### src/rtl/fetch_unit.sv
// fetch_unit: instruction fetch stage feeding the main decoder.
//   Holds the PC and issues one word request at a time to instruction memory.
//   It captures the returned word and presents it, with its PC and PC+4, to
//   decode under a valid/ready handshake.
//   Redirects replace the fetch PC. A response that is still in flight when a
//   redirect arrives is drained and discarded.
// Optional feature: define FETCH_ALIGN_CHECK_EN to trap misaligned redirect
//   targets into a sticky FAULT state. When it is not defined, the low two
//   bits of a redirect target are forced to zero.
// Ports:
//   clk, reset               clock, synchronous active-high reset
//   imem_req, imem_addr      request pulse / word address to instruction memory
//   imem_rvalid, imem_rdata  response strobe / instruction word from memory
//   instr, instr_pc,
//   instr_pc_plus4           captured instruction, its PC, and that PC + 4
//   instr_valid, instr_ready handshake with decode
//   redirect,
//   redirect_target          PC redirect from branch/jump resolution
//   fetch_fault              sticky misaligned-redirect fault
module fetch_unit #(
  parameter int unsigned     XLEN     = 32,
  parameter logic [XLEN-1:0] RESET_PC = '0
) (
  input  logic            clk,
  input  logic            reset,
  output logic            imem_req,
  output logic [XLEN-1:0] imem_addr,
  input  logic            imem_rvalid,
  input  logic [31:0]     imem_rdata,
  output logic [31:0]     instr,
  output logic [XLEN-1:0] instr_pc,
  output logic [XLEN-1:0] instr_pc_plus4,
  output logic            instr_valid,
  input  logic            instr_ready,
  input  logic            redirect,
  input  logic [XLEN-1:0] redirect_target,
  output logic            fetch_fault
);

  typedef enum logic [2:0] {
    ST_ISSUE,
    ST_WAIT,
    ST_HOLD,
    ST_DRAIN
`ifdef FETCH_ALIGN_CHECK_EN
    , ST_FAULT
`endif
  } state_t;

  state_t          r_state;
  logic [XLEN-1:0] r_pc;
  logic [31:0]     r_instr;
  logic [XLEN-1:0] r_instr_pc;
  logic [XLEN-1:0] r_instr_pc_plus4;
  logic [XLEN-1:0] w_target;
  logic            w_redirect;
  logic            w_misaligned;

  // Word-aligned redirect target. When the alignment check is enabled,
  // misaligned targets never load, so the mask has no effect in that build.
  assign w_target = redirect_target & ~XLEN'(3);

`ifdef FETCH_ALIGN_CHECK_EN
  logic r_fault;
  assign w_misaligned = |redirect_target[1:0];
  assign w_redirect   = redirect && (r_state != ST_FAULT);
  assign fetch_fault  = r_fault;
`else
  assign w_misaligned = 1'b0;
  assign w_redirect   = redirect;
  assign fetch_fault  = 1'b0;
`endif

  assign imem_req       = (r_state == ST_ISSUE);
  assign imem_addr      = r_pc;
  assign instr_valid    = (r_state == ST_HOLD);
  assign instr          = r_instr;
  assign instr_pc       = r_instr_pc;
  assign instr_pc_plus4 = r_instr_pc_plus4;

  always_ff @(posedge clk) begin
    if (reset) begin
      r_state          <= ST_ISSUE;
      r_pc             <= RESET_PC;
      r_instr          <= '0;
      r_instr_pc       <= '0;
      r_instr_pc_plus4 <= XLEN'(4);
`ifdef FETCH_ALIGN_CHECK_EN
      r_fault          <= 1'b0;
`endif
    end else if (w_redirect && w_misaligned) begin
`ifdef FETCH_ALIGN_CHECK_EN
      r_state <= ST_FAULT;
      r_fault <= 1'b1;
`endif
    end else if (w_redirect) begin
      // A request is still outstanding after ISSUE, and after WAIT/DRAIN
      // without a response. Drain it before issuing to the new PC.
      r_pc <= w_target;
      case (r_state)
        ST_ISSUE: r_state <= ST_DRAIN;
        ST_WAIT:  r_state <= imem_rvalid ? ST_ISSUE : ST_DRAIN;
        ST_DRAIN: r_state <= imem_rvalid ? ST_ISSUE : ST_DRAIN;
        default:  r_state <= ST_ISSUE;
      endcase
    end else begin
      case (r_state)
        ST_ISSUE: r_state <= ST_WAIT;
        ST_WAIT: begin
          if (imem_rvalid) begin
            r_instr          <= imem_rdata;
            r_instr_pc       <= r_pc;
            r_instr_pc_plus4 <= r_pc + XLEN'(4);
            r_state          <= ST_HOLD;
          end
        end
        ST_HOLD: begin
          if (instr_ready) begin
            r_pc    <= r_pc + XLEN'(4);
            r_state <= ST_ISSUE;
          end
        end
        ST_DRAIN: begin
          if (imem_rvalid) r_state <= ST_ISSUE;
        end
`ifdef FETCH_ALIGN_CHECK_EN
        ST_FAULT: r_state <= ST_FAULT;
`endif
        default: r_state <= ST_ISSUE;
      endcase
    end
  end

endmodule

### config.mk
export PLATFORM = sky130hd
export DESIGN_NAME = fetch_unit
export DESIGN_NICKNAME = d
export VERILOG_FILES = /design/src/rtl/fetch_unit.sv
export SDC_FILE = /design/constraint.sdc
export NUM_CORES = 1
export LEC_CHECK = 0
export CAP_MARGIN = 0
export CORE_MARGIN = 4
export CORE_UTILIZATION = 49
export CTS_CLUSTER_DIAMETER = 150
export DETAILED_ROUTE_END_ITERATION = 12
export PLACE_DENSITY = 0.86
export SKIP_CTS_REPAIR_TIMING = 1
export SLEW_MARGIN = 20
export SYNTH_ARGS = -nofsm -noshare
export SYNTH_HDL_FRONTEND = slang
export SYNTH_SLANG_ARGS = --single-unit
### constraint.sdc
create_clock -name clk -period 4.7 [get_ports clk]
set_input_delay 0.94 -clock clk [delete_from_list [all_inputs] [get_ports clk]]
set_output_delay 0.94 -clock clk [all_outputs]
set_load 0.02 [all_outputs]
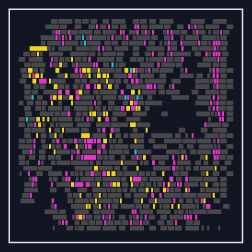
(gate-type map)
(2 px per um)
nand cells -> magenta  # cells 186, where widely spread
nor cells -> yellow  # cells 97
inv cells -> cyan  # cells 9
most common cell after layout, fill and taps aside: sky130_fd_sc_hd__clkdlybuf4s50_1
filler-free cell count of the finished design: 1,013

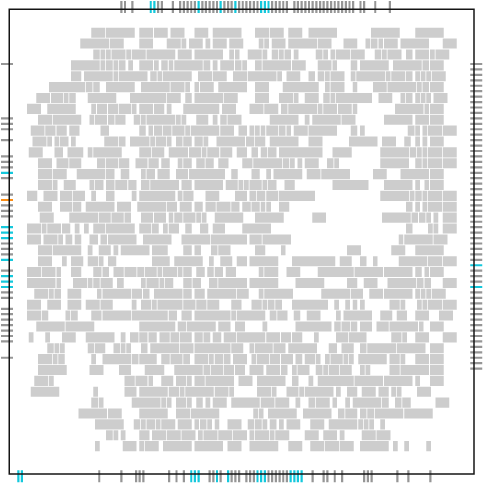
(I/O pins on the die edge)
(4 px per um) Pins as bars across the die edge, other pins in gray.
reset -> orange  # pins 1, direction input, edge left
redirect_target -> cyan  # pins 32, direction input, edge 14 bottom, 8 left, 8 top, 2 right
Die X-Extent: 115.8 um
height of the die: 115.8 um

==> impl_metrics.csv <==
group,metric,value,unit
outcome,outcome,"complete, no violations",
logic_synthesis,synth_top_cell_by_count,"sky130_fd_sc_hd__nand2_1",
logic_synthesis,simple_gate_share,0.2725,
critical_path,worstPathArrival,3560,ps
route,antenna_left,0,
run,count_of_max_cap_constraint_violations,0,
logic_synthesis,yosysChipArea,5698,um^2
pwr,clockNetworkPower,1270,uW
layout,nNetsFinal,930,
logic_synthesis,post_synth.cell_area_avg,7.936,um^2
timing,timing.hold.ws,453.3,ps
global_routing,antenna_found_initial,0,
route,detailed_route_drc_error_count,0,
layout,seq_share,0.3065,
layout,logic_area,2865,um^2
layout,area_share_nonclk_buffers,0.2425,
timing,final_max_slew_viol_count,0,
critical_path,regToRegEndpoint,"instr_pc_plus4[26]$_SDFFE_PP0P_",
timing,finalCriticalPeriod,3301,ps
global_routing,globalRouteMet1Util,0.3307,
cts,cts_num_sinks,124,
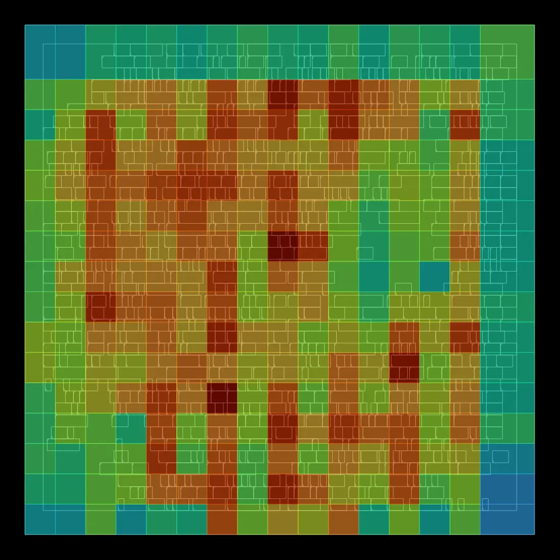
(routing congestion)
global-route track usage on met2: 0.4453
total global routing track utilization: 0.2631
wire length per cell: 17.74 um

Power and IR drop assume default switching activity.
